File: config.mk
export PLATFORM = sky130hd
export DESIGN_NAME = extbus_sync
export DESIGN_NICKNAME = d
export VERILOG_FILES = /design/src/rtl/extbus_sync.sv
export SDC_FILE = /design/constraint.sdc
export NUM_CORES = 1
export LEC_CHECK = 0
export ABC_AREA = 1
export CAP_MARGIN = 20
export CORE_ASPECT_RATIO = 1.75
export CORE_MARGIN = 1.5
export CORE_UTILIZATION = 44
export CTS_BUF_LIST = sky130_fd_sc_hd__clkbuf_8 sky130_fd_sc_hd__clkbuf_16
export DETAILED_ROUTE_END_ITERATION = 10
export PLACE_DENSITY_LB_ADDON = 0.1
export SETUP_SLACK_MARGIN = 0.3
export SYNTH_ARGS = -nofsm -noshare
export SYNTH_HDL_FRONTEND = slang
export SYNTH_SLANG_ARGS = --single-unit
export TNS_END_PERCENT = 20
File: constraint.sdc
create_clock -name clk -period 3.3 [get_ports clk]
set_input_delay 0.66 -clock clk [delete_from_list [all_inputs] [get_ports clk]]
set_output_delay 0.66 -clock clk [all_outputs]
set_load 0.05 [all_outputs]
File: src/rtl/extbus_sync.sv
// Bus front end between the asynchronous 6502-style external bus and the register file.
// Synchronises the strobes and turns each completed access into a single-cycle pulse.
module extbus_sync #(
  parameter int SYNC_STAGES = 2
) (
  input  logic       clk,
  input  logic       rst_n,
  input  logic       extbus_cs_n,
  input  logic       extbus_rd_n,
  input  logic       extbus_wr_n,
  input  logic [4:0] extbus_a,
  input  logic [7:0] extbus_d_i,
  output logic [7:0] extbus_d_o,
  output logic       extbus_d_oe,
  output logic [4:0] reg_rd_addr,
  input  logic [7:0] reg_rd_data,
  output logic       reg_wr,
  output logic [4:0] reg_wr_addr,
  output logic [7:0] reg_wr_data,
  output logic       reg_rd_done,
  output logic [4:0] reg_rd_done_addr,
  output logic       bus_err,
  input  logic       err_clr
);

  localparam logic [2:0] ST_ARM      = 3'd0;
  localparam logic [2:0] ST_IDLE     = 3'd1;
  localparam logic [2:0] ST_WR_ACT   = 3'd2;
  localparam logic [2:0] ST_RD_ACT   = 3'd3;
  localparam logic [2:0] ST_ERR_WAIT = 3'd4;

  localparam logic [1:0] ARM_CYCLES = SYNC_STAGES[1:0];

  logic       w_wr_act;
  logic       w_rd_act;
  logic       w_s_wr;
  logic       w_s_rd;
  logic [4:0] w_s_a;
  logic [7:0] w_s_d;

  logic       r_wr_sync [SYNC_STAGES];
  logic       r_rd_sync [SYNC_STAGES];
  logic [4:0] r_a_sync  [SYNC_STAGES];
  logic [7:0] r_d_sync  [SYNC_STAGES];

  logic [2:0] r_state;
  logic [1:0] r_arm_cnt;
  logic [4:0] r_hold_a;
  logic [7:0] r_hold_d;
  logic       r_oe_en;
  logic       r_reg_wr;
  logic [4:0] r_reg_wr_addr;
  logic [7:0] r_reg_wr_data;
  logic       r_reg_rd_done;
  logic [4:0] r_reg_rd_done_addr;
  logic       r_bus_err;

  logic [2:0] w_state_next;
  logic       w_arm_inc;
  logic       w_load_a;
  logic       w_load_d;
  logic       w_wr_pulse;
  logic       w_rd_pulse;
  logic       w_err_set;

  assign w_wr_act = ~extbus_cs_n & ~extbus_wr_n;
  assign w_rd_act = ~extbus_cs_n & ~extbus_rd_n;

  // Strobes, address and data travel through the chain in lockstep so the
  // last active strobe sample is always paired with its own address/data.
  always_ff @(posedge clk) begin
    if (!rst_n) begin
      for (int i = 0; i < SYNC_STAGES; i++) begin
        r_wr_sync[i] <= 1'b0;
        r_rd_sync[i] <= 1'b0;
        r_a_sync[i]  <= 5'd0;
        r_d_sync[i]  <= 8'd0;
      end
    end else begin
      r_wr_sync[0] <= w_wr_act;
      r_rd_sync[0] <= w_rd_act;
      r_a_sync[0]  <= extbus_a;
      r_d_sync[0]  <= extbus_d_i;
      for (int i = 1; i < SYNC_STAGES; i++) begin
        r_wr_sync[i] <= r_wr_sync[i-1];
        r_rd_sync[i] <= r_rd_sync[i-1];
        r_a_sync[i]  <= r_a_sync[i-1];
        r_d_sync[i]  <= r_d_sync[i-1];
      end
    end
  end

  assign w_s_wr = r_wr_sync[SYNC_STAGES-1];
  assign w_s_rd = r_rd_sync[SYNC_STAGES-1];
  assign w_s_a  = r_a_sync[SYNC_STAGES-1];
  assign w_s_d  = r_d_sync[SYNC_STAGES-1];

  always_comb begin
    w_state_next = r_state;
    w_arm_inc    = 1'b0;
    w_load_a     = 1'b0;
    w_load_d     = 1'b0;
    w_wr_pulse   = 1'b0;
    w_rd_pulse   = 1'b0;
    w_err_set    = 1'b0;
    case (r_state)
      // The chain holds reset values until refilled, so wait for live samples
      // before judging whether a strobe was already active at reset release.
      ST_ARM: begin
        if (r_arm_cnt != ARM_CYCLES) begin
          w_arm_inc = 1'b1;
        end else if (!w_s_wr && !w_s_rd) begin
          w_state_next = ST_IDLE;
        end
      end
      ST_IDLE: begin
        if (w_s_wr && w_s_rd) begin
          w_err_set    = 1'b1;
          w_state_next = ST_ERR_WAIT;
        end else if (w_s_wr) begin
          w_load_a     = 1'b1;
          w_load_d     = 1'b1;
          w_state_next = ST_WR_ACT;
        end else if (w_s_rd) begin
          w_load_a     = 1'b1;
          w_state_next = ST_RD_ACT;
        end
      end
      ST_WR_ACT: begin
        if (w_s_rd) begin
          w_err_set    = 1'b1;
          w_state_next = ST_ERR_WAIT;
        end else if (w_s_wr) begin
          w_load_a = 1'b1;
          w_load_d = 1'b1;
        end else begin
          w_wr_pulse   = 1'b1;
          w_state_next = ST_IDLE;
        end
      end
      ST_RD_ACT: begin
        if (w_s_wr) begin
          w_err_set    = 1'b1;
          w_state_next = ST_ERR_WAIT;
        end else if (!w_s_rd) begin
          w_rd_pulse   = 1'b1;
          w_state_next = ST_IDLE;
        end
      end
      ST_ERR_WAIT: begin
        if (!w_s_wr && !w_s_rd) begin
          w_state_next = ST_IDLE;
        end
      end
      default: w_state_next = ST_ARM;
    endcase
  end

  always_ff @(posedge clk) begin
    if (!rst_n) begin
      r_state            <= ST_ARM;
      r_arm_cnt          <= 2'd0;
      r_hold_a           <= 5'd0;
      r_hold_d           <= 8'd0;
      r_oe_en            <= 1'b0;
      r_reg_wr           <= 1'b0;
      r_reg_wr_addr      <= 5'd0;
      r_reg_wr_data      <= 8'd0;
      r_reg_rd_done      <= 1'b0;
      r_reg_rd_done_addr <= 5'd0;
      r_bus_err          <= 1'b0;
    end else begin
      r_state       <= w_state_next;
      r_oe_en       <= 1'b1;
      r_reg_wr      <= w_wr_pulse;
      r_reg_rd_done <= w_rd_pulse;
      if (w_arm_inc) r_arm_cnt <= r_arm_cnt + 2'd1;
      if (w_load_a)  r_hold_a  <= w_s_a;
      if (w_load_d)  r_hold_d  <= w_s_d;
      if (w_wr_pulse) begin
        r_reg_wr_addr <= r_hold_a;
        r_reg_wr_data <= r_hold_d;
      end
      if (w_rd_pulse) r_reg_rd_done_addr <= r_hold_a;
      // A fresh error beats a simultaneous clear request.
      if (w_err_set)    r_bus_err <= 1'b1;
      else if (err_clr) r_bus_err <= 1'b0;
    end
  end

  assign extbus_d_o       = reg_rd_data;
  assign extbus_d_oe      = r_oe_en & ~extbus_cs_n & ~extbus_rd_n & extbus_wr_n;
  assign reg_rd_addr      = extbus_a;
  assign reg_wr           = r_reg_wr;
  assign reg_wr_addr      = r_reg_wr_addr;
  assign reg_wr_data      = r_reg_wr_data;
  assign reg_rd_done      = r_reg_rd_done;
  assign reg_rd_done_addr = r_reg_rd_done_addr;
  assign bus_err          = r_bus_err;

endmodule

==> run_1/sizes.png <==
Bar = 20 µm.
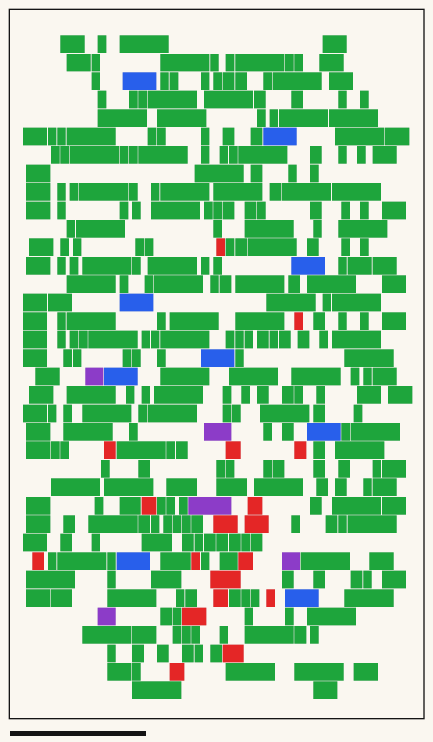
| size | color | cells | share |
|---|---|---|---|
| _0 and _1 cells | green | 321 | 91% |
| _2 cells | red | 18 | 5.1% |
| _3 and _4 cells | purple | 5 | 1.4% |
| _6 and larger | blue | 9 | 2.5% |

==> run_1/logic_types.png <==
Bar = 20 µm.
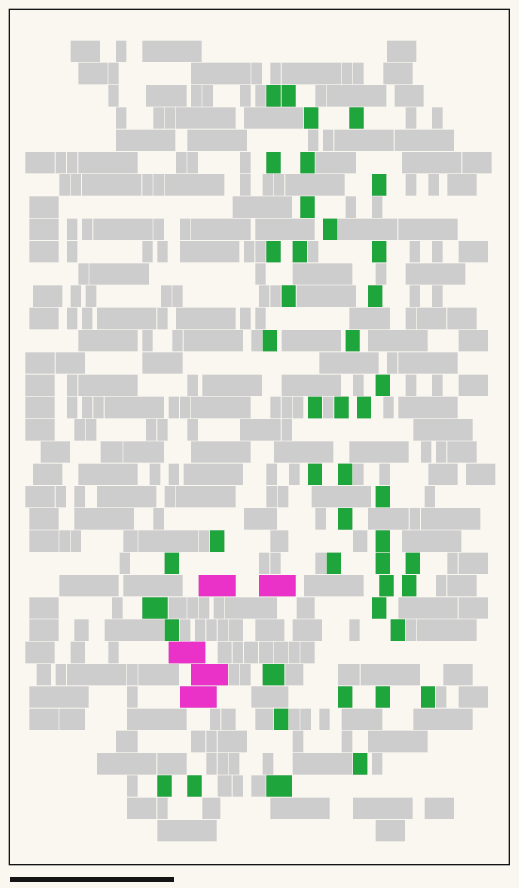
| family | color | cells | most used |
|---|---|---|---|
| aoi and oai cells | green | 45 | o21ai_0 |
| fa/ha/maj cells | magenta | 5 | ha_1 |

==> run_1/placement_by_type.png <==
Bar = 20 µm.
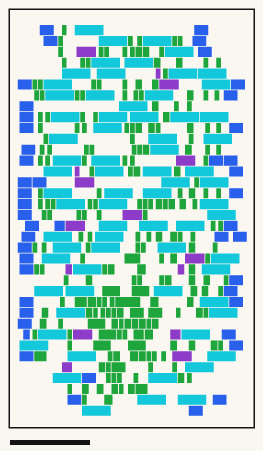
| class | color | cells | share of their area |
|---|---|---|---|
| clock drivers and dummy loads | purple | 15 | 5.1% |
| sequential cells | cyan | 70 | 46% |
| remaining buffers and delay cells | blue | 46 | 15% |
| combinational and other logic | green | 222 | 34% |

==> run_1/flops_by_reg.png <==
Bar = 20 µm. Other sequential cells in the stronger gray, the rest of the logic in the fainter gray.
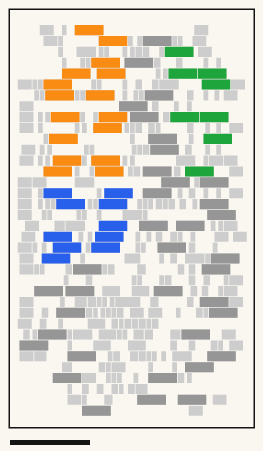
| signal | color | sequential cells |
|---|---|---|
| reg_wr_data | green | 8 |
| r_a_sync | blue | 10 |
| r_d_sync | orange | 16 |

==> job_summary.md, run 1 <==
## PnR job results

| Metric | Value |
|---|---|
| Total power | `about 2200 µW` |
| Fmax | `343 MHz` |
| Crit Path Max Fanout | `3` |
| CP Depth | `3` |
| Root buf cell | `clkbuf_8` |
| Crit path from | `extbus_cs_n` |
| Placer Congestion | `~0.9` |
| WHS Endpoint | `r_a_sync[1][2]` |
| # Cells Yosys | `between 300 and 400` |
| Final period util | `between 80 and 90%` |
| Routed vias/inst | `about 4.4` |
| Slew @ Worst Pin | `between 500 and 600 ps` |
| # DRC | `0` |
| Drt wl/cell | `roughly 9.5 µm` |
| Clk buf depth | `2` |
| Post-Syn Instances | `about 320` |
| DP Cell Count | `414` |
| Fin cells | `429` |
| Largest net degree at the start of global routing | `roughly 49` |
| Status | `completed` |
| Min Tclk post-route | `approximately 2900 ps` |
| Summed standard-cell area reported by yosys | `between 2000 and 3000 µm²` |
| Synth Seq Share | `between 50% and 60%` |
| CP peak stage delay | `around 850 ps` |
-- run 1: metal layers --
metal	up-vias	share of wire, %	track usage, %
li1	1022	-	-
met3	4	5.7	5.22
met4	0	1.9	9.63
met2	56	49	24.0
met1	796	43	16.5
met5	-	0	0
-- run 1: logic make-up after synthesis --
family | count (synthesis) | synth area share (%)
flops | 70 | 54.3
simple gates | 123 | 21.1
fa+ha+maj | 5 | 2.42
compound gates | 45 | 9.11
buf+inv | 72 | 13.0
-- run 1: cells in the final DEF, fill, tap and decap left out --
cell type,count
o21ai_0,31
nor3_1,2
nor2_1,60
o21ai_1,1
clkinv_2,2
inv_2,4
clkbuf_8,9
clkdlybuf4s50_1,44
buf_2,1
a21oi_1,10
nand2_2,3
a21oi_2,1
nand2_1,38
nor2_2,3
nand3_4,1
nand4_2,1
nor3_2,2
buf_4,1
nand2_4,1
nor4b_1,1
clkinvlp_4,2
nand3_2,1
o211ai_1,1
inv_1,47
ha_1,5
a311oi_1,1
dfxtp_1,70
nand3_1,10
-- run 1: worst min-delay path: cells and delay by family, from the launching register on --
family | cells | cell delay (ps)
flops | 1 | 300
buf+inv | 1 | 30
simple gates | 1 | 50
-- run 1: synth_stat cells --
library cell  instances  area, µm²
nor4b_1               1       8.76
dfxtp_1              70       1400
nand4_2               1       12.5
inv_1                45        169
nand3_1              10       50.1
a21oi_2               1       8.76
a311oi_1              1       8.76
o21ai_1               1       5.00
a21oi_1              10       50.1
nor2_1               60        225
nand2_2               3       18.8
inv_2                 4       15.0
buf_2                 1       5.00
nand2_4               1       11.3
buf_6                 2       22.5
clkbuf_2              1       5.00
nand3_4               1       17.5
clkbuf_1              6       22.5
nand3_2               1       10.0
nor3_1                2       10.0
nor3_2                2       20.0
buf_4                13       97.6
ha_1                  5       62.6
o21ai_0              31        155
nor2_2                3       18.8
nand2_1              38        143
o211ai_1              1       7.51
-- run 1: per-stage QoR --
step,cell area (µm²),utilization (%)
after global routing,3130,55.6
after global placement,2980,52.9
after CTS,3130,55.6
final,3130,55.6
after floorplan,2580,-
after detailed placement,2980,52.9
-- run 1: where the power goes --
part | internal, µW | switching, µW
clock | 259 | 288
combinational | 227 | 453
sequential | 944 | 58.7
total | 1430 | 799
-- run 1: registers in the layout, indices dropped and copies added, names as in the netlist, 2 cells and up --
register and flops:
r_wr_sync 2, r_hold_a 5, r_a_sync 10, r_d_sync 16, reg_wr_data 8, r_rd_sync 2, reg_wr_addr 5, r_arm_cnt 2
reg_rd_done_addr 5, r_hold_d 8, r_state 3
-- run 1: cell type report --
cell class              count  area, µm²  area share [%]
clock inverters             6       32.5            1.04
flip-flops and latches     70       1400            44.7
inverters                  49        184            5.87
multi-input cells         173        843            26.9
well taps                  76       95.1            3.04
clock buffers               9        124            3.95
repair buffers             46        453            14.5
==> run_1/congestion.png <==
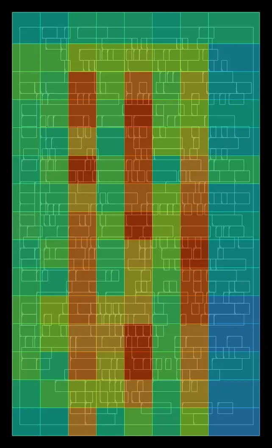

--- run 2 (diff from run 1) ---
--- a/config.mk
+++ b/config.mk
@@ -12,6 +12,7 @@
 export CORE_UTILIZATION = 44
 export CTS_BUF_LIST = sky130_fd_sc_hd__clkbuf_8 sky130_fd_sc_hd__clkbuf_16
 export DETAILED_ROUTE_END_ITERATION = 10
+export HOLD_SLACK_MARGIN = 0.08
 export PLACE_DENSITY_LB_ADDON = 0.1
 export SETUP_SLACK_MARGIN = 0.3
 export SYNTH_ARGS = -nofsm -noshare
==> constraint.sdc (replaced) <==
create_clock -name clk -period 3.64 [get_ports clk]
set_input_delay 0.728 -clock clk [delete_from_list [all_inputs] [get_ports clk]]
set_output_delay 0.728 -clock clk [all_outputs]
set_load 0.05 [all_outputs]
==> run_2/congestion.png <==
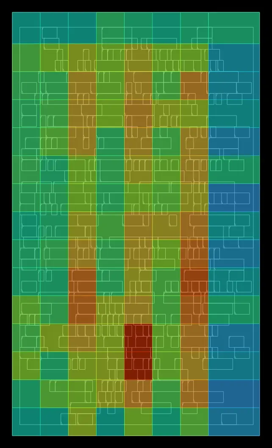
Total GRT Usage: 14.6%
fin util: 57.1%
met1 Use GR: 17.4%
GR met2 Demand/Resource: 22.7%

==> run 2 against run 1 <==
  * Sequential share of layout area fell by 1.1 points
  * Synthesized area is the same
  * Largest cell class unchanged
  * Routed wire length decreased by 1.1%
  * Synthesized cell count stayed put
  * Total power is 0.72% higher
  * Sequential power shrank 9%
  * Cell area increased by 2.6%
  * First-iteration DRC count increased by 38%
  * Sequential cell count unchanged
  * Via count increased by 1.3%
==> job_summary.md, run 2 <==
## PnR job results

| Metric | Value |
|---|---|
| Status | `completed` |
| Largest register by flop count | `r_d_sync` |
| Crit Path Max Fanout | `3` |
| Met3 Track Usage GR | `about 3.9%` |
| DP Cell Count | `around 410` |
| Fraction of registers with async set/reset | `0%` |
| Yosys top cell by area | `dfxtp_1` |
| Min Tclk post-route | `around 3000 ps` |
| Worst Setup Slack, final | `between 500 and 600 ps` |
| Clk buf depth | `2` |
| Root buf cell | `clkbuf_8` |
| Synth top cell by count | `dfxtp_1` |
| Vias in the first global route | `approximately 1700` |
| # DRC | `0` |
| Routed vias/inst | `~4.4` |
| Largest register FFs | `16` |
| Final period util | `between 80% and 90%` |
| Post-Syn Instances | `between 300 and 400` |
| Prevailing post-synth register cell | `dfxtp_1` |
| Largest net degree at the start of global routing | `50` |
| Top flop regs | `r_d_sync x16, r_a_sync x10` |
| Synth Seq Share | `54.3%` |
| Via count | `approximately 1900` |
| Most numerous logic cell after layout | `dfxtp_1` |
| Post-synth top cells | `dfxtp_1 (70), nor2_1 (60), inv_1 (45)` |
| Area leader share | `between 50% and 60%` |
| Fin cells | `between 400 and 500` |
| Core Box Area | `about 5600 µm²` |
| Top cells, area | `dfxtp_1 (54%), nor2_1 (8.7%), inv_1 (6.5%)` |
| Placer Congestion | `about 0.9` |
| Port Buf Inserts | `45` |
| Slew @ Worst Pin | `~500 ps` |
| Summed standard-cell area reported by yosys | `approximately 2600 µm²` |
| GRT busiest layer | `met2` |
| Drt wl/cell | `roughly 9.4 µm` |
| Count of library flops with an enable pin | `0` |
| First-pass GRT wire length | `roughly 7200 µm` |
| Fillers | `roughly 520` |
| Tool Warnings | `29` |
| Gr ovfl total | `0` |
| Pre-CTS setup slack | `slightly below 600 ps` |
| Fin. Hold Viols | `0` |
| Yosys warning count | `0` |
| # Cells Yosys | `between 300 and 400` |
| Peak supply drop | `around 300 µV` |
| Fmax | `between 300 and 400 MHz` |
| Most instantiated logic cells after routing | `dfxtp_1 (70), nor2_1 (60), inv_1 (46)` |
==> run_2/placement_by_type.png <==
Bar = 20 µm.
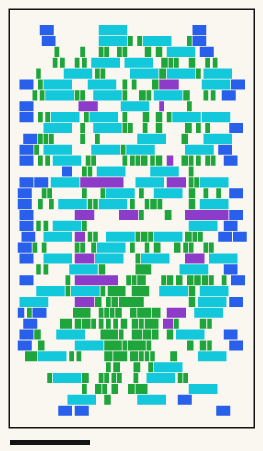
| class | color | cells | share of their area |
|---|---|---|---|
| combinational and other logic | green | 222 | 33% |
| remaining buffers and delay cells | blue | 46 | 15% |
| sequential cells | cyan | 70 | 45% |
| clock drivers and dummy loads | purple | 16 | 7.6% |

[run 2: worst paths after layout]
| path | to | slack (ps) | from | depth (start not counted) |
|---|---|---|---|---|
| max | extbus_d_oe | 590 | extbus_cs_n | 3 |
| min | r_a_sync[1][2] | 410 | r_a_sync[0][2] | 2 |
| max reg2reg | reg_rd_done_addr[1] | 2110 | r_state[0] | 5 |
| min reg2reg | r_a_sync[1][2] | 410 | r_a_sync[0][2] | 2 |
[run 2: cell families after synthesis]
group           Yosys count  share of synthesized area [%]
simple gates            123                           21.1
fa+ha+maj                 5                           2.42
flops                    70                           54.3
buf+inv                  72                           13.0
compound gates           45                           9.11
[run 2: area by class of cell]
class                      instances  area (µm²)  area share, %
inverter                          49         184           5.72
multi-input combinational        173         843           26.2
clock inverter                     7         114           3.54
sequential                        70        1400           43.6
clock buffer                       9         124           3.85
timing repair buffer              46         453           14.1
tap                               76        95.1           2.96
[run 2: metrics by stage]
stage | hold WS (ps) | utilization [%] | area, µm² | power [µW]
floorplan | 386 | - | 2580 | 1410
global route | 427 | 57.1 | 3210 | 2380
CTS | 410 | 57.1 | 3210 | 2270
detailed placement | 396 | 52.9 | 2980 | 1550
finish | 411 | 57.1 | 3210 | 2250
global placement | 395 | 52.9 | 2980 | 1540
[run 2: where the power goes]
group | internal [µW] | switching (µW)
clock network | 451 | 269
logic | 206 | 409
registers | 856 | 55.3
[run 2: routing by layer]
| layer | vias up | share of wire [%] |
|---|---|---|
| met2 | 55 | 48 |
| met5 | - | 0 |
| met3 | 8 | 4.7 |
| met4 | 0 | 2.4 |
| li1 | 1030 | - |
| met1 | 810 | 45 |
[run 2: critical path, cell delays in order]
cell and delay, ps:
clkdlybuf4s50_1 440, nor4b_1 300, clkdlybuf4s50_1 850
==> run_2/sizes.png <==
Bar = 20 µm.
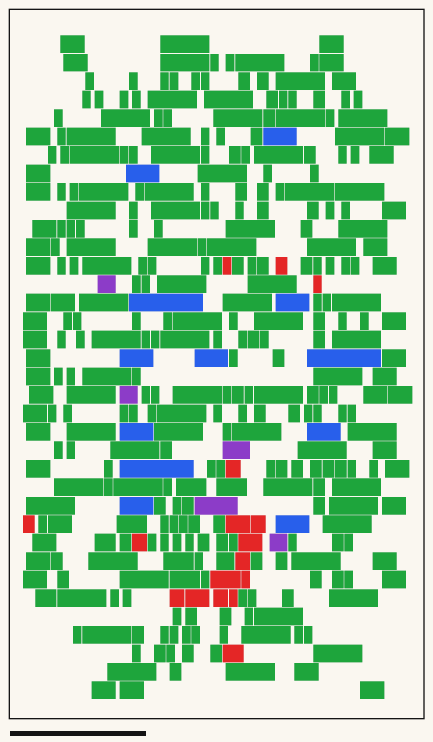

--- run 3 (diff from run 2) ---
==> constraint.sdc (replaced) <==
create_clock -name clk -period 2.52 [get_ports clk]
set_input_delay 0.504 -clock clk [delete_from_list [all_inputs] [get_ports clk]]
set_output_delay 0.504 -clock clk [all_outputs]
set_load 0.05 [all_outputs]
==> run_3/sizes.png <==
Bar = 20 µm.
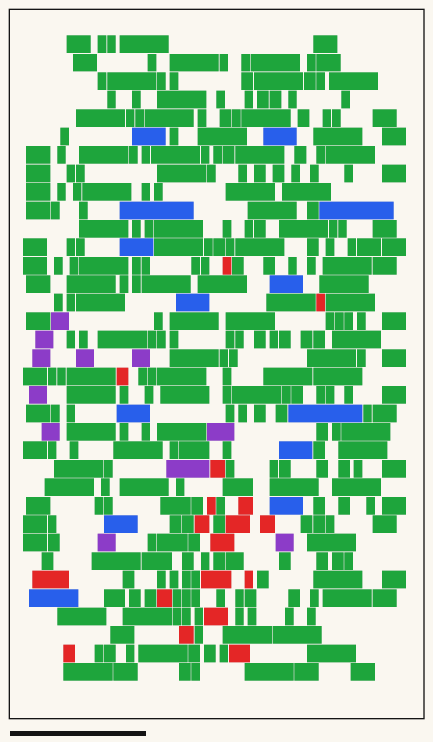
| size | color | cells | share |
|---|---|---|---|
| _2 cells | red | 18 | 5.1% |
| _0 and _1 cells | green | 313 | 88% |
| _3 and _4 cells | purple | 11 | 3.1% |
| _6 and larger | blue | 13 | 3.7% |

==> run 3 against run 2 <==
  * Synthesized area stayed put
  * Combinational power increased by 44%
  * Clock power grew 44%
  * Critical path depth stayed put
  * Via count down 4.2%
  * Global-route usage shrank 0.23 points
  * Setup slack got worse by 110 ps
  * Sequential share of layout area shrank 0.15 points
  * Register-to-register slack worse by 1100 ps
  * Synthesized cell count unchanged
  * Sequential power increased by 44%
==> job_summary.md, run 3 <==
## PnR job results

| Metric | Value |
|---|---|
| Status | `completed` |
| Yosys top cell by area | `dfxtp_1` |
| Largest register FFs | `16` |
| Yosys warning count | `0` |
| Flops & latches, synth | `70` |
| Summed standard-cell area reported by yosys | `~2600 µm²` |
| Clk buf depth | `2` |
| Tool Warnings | `29` |
| Top flop regs | `r_d_sync x16, r_a_sync x10` |
| Synth top cell by count | `dfxtp_1` |
| Most instantiated logic cells after routing | `dfxtp_1 (70), nor2_1 (60), inv_1 (46)` |
| CP peak stage delay | `roughly 450 ps` |
| Drt wl/cell | `9.10 µm` |
| Post-synth top cells | `dfxtp_1 (70), nor2_1 (60), inv_1 (45)` |
| Via count | `around 1800` |
| Met1 Use GR | `16.6%` |
| # Cells Yosys | `~320` |
| Area leader share | `54.3%` |
| Core Box Area | `around 5600 µm²` |
| Peak supply drop | `roughly 380 µV` |
| Largest register by flop count | `r_d_sync` |
| Met3 Track Usage GR | `3.36%` |
| Gr ovfl total | `0` |
| GR met2 Demand/Resource | `between 20% and 30%` |
| Placer Congestion | `roughly 0.9` |
| Fmax | `slightly below 500 MHz` |
| Top cells, area | `dfxtp_1 (54%), nor2_1 (8.7%), inv_1 (6.5%)` |
| GRT busiest layer | `met2` |
| Fin. Hold Viols | `0` |
| Fraction of registers with async set/reset | `0%` |
| Min Tclk post-route | `just over 2000 ps` |
| Count of library flops with an enable pin | `0` |
| Final period util | `between 80% and 90%` |
| Crit Path Max Fanout | `3` |
| Total power | `3240 µW` |
| Post-Syn Instances | `around 320` |
| Synth Seq Share | `54.3%` |
| CP Cell Sequence | `clkdlybuf4s50_1, nor4b_2, buf_12` |
| Root buf cell | `clkbuf_8` |
| WS Path Type | `in -> out` |
| Hold crit path type | `reg -> reg` |
| First-pass GRT wire length | `~7000 µm` |
| Most numerous logic cell after layout | `dfxtp_1` |
==> run_3/placement_by_type.png <==
Bar = 20 µm.
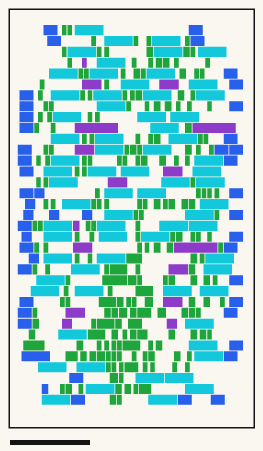
| class | color | cells | share of their area |
|---|---|---|---|
| remaining buffers and delay cells | blue | 47 | 15% |
| clock drivers and dummy loads | purple | 16 | 7.6% |
| combinational and other logic | green | 222 | 33% |
| sequential cells | cyan | 70 | 45% |

[run 3: layer usage]
metal  share of wire (%)  up-vias
met4                 2.4        0
li1                    -     1024
met2                  48       50
met5                   0        -
met1                  45      740
met3                 4.6       10
[run 3: critical path: cells and delay by family]
family	cells	cell delay, ps
AND/OR/NAND/NOR	1	390
buffers and inverters	2	630
[run 3: final timing paths]
path | startpoint | to | slack [ps] | depth (start not counted)
min | r_a_sync[0][2] | r_a_sync[1][2] | 410 | 2
max reg2reg | r_state[0] | reg_rd_done_addr[0] | 1020 | 5
max | extbus_cs_n | extbus_d_oe | 480 | 3
min reg2reg | r_a_sync[0][2] | r_a_sync[1][2] | 410 | 2
[run 3: cells by family (layout without fill, tap and decap cells)]
kind of cell | Yosys count | in the layout | share of synthesized area (%)
AND-OR/OR-AND | 45 | 45 | 9.11
adder cells (fa/ha/maj) | 5 | 5 | 2.42
buffers and inverters | 72 | 112 | 13.0
flip-flops | 70 | 70 | 54.3
AND/OR/NAND/NOR | 123 | 123 | 21.1
[run 3: area by class of cell]
type | count | area [µm²] | share of cell area (%)
Sequential cell | 70 | 1400 | 43.4
Clock inverter | 7 | 114 | 3.53
Timing Repair Buffer | 47 | 458 | 14.2
Clock buffer | 9 | 124 | 3.84
Inverter | 49 | 184 | 5.70
Multi-Input combinational cell | 173 | 850 | 26.3
Tap cell | 76 | 95.1 | 2.95
[run 3: power breakdown]
group	internal [µW]	switching, µW	total (µW)
sequential	1240	76.4	1310
combinational	299	588	886
clock	651	388	1040
total	2190	1050	3240
[run 3: stage by stage]
step                      worst slack, ps  hold WS (ps)  cells  area, µm²
after CTS                             478           408    431       3230
after global placement                493           393    415       2990
after floorplan                       544           386    315       2590
final                                 480           409    431       3230
after detailed placement              478           394    415       2990
after global routing                  446           420    431       3230
No activity file was given, so power comes from the tool's default toggle rates.
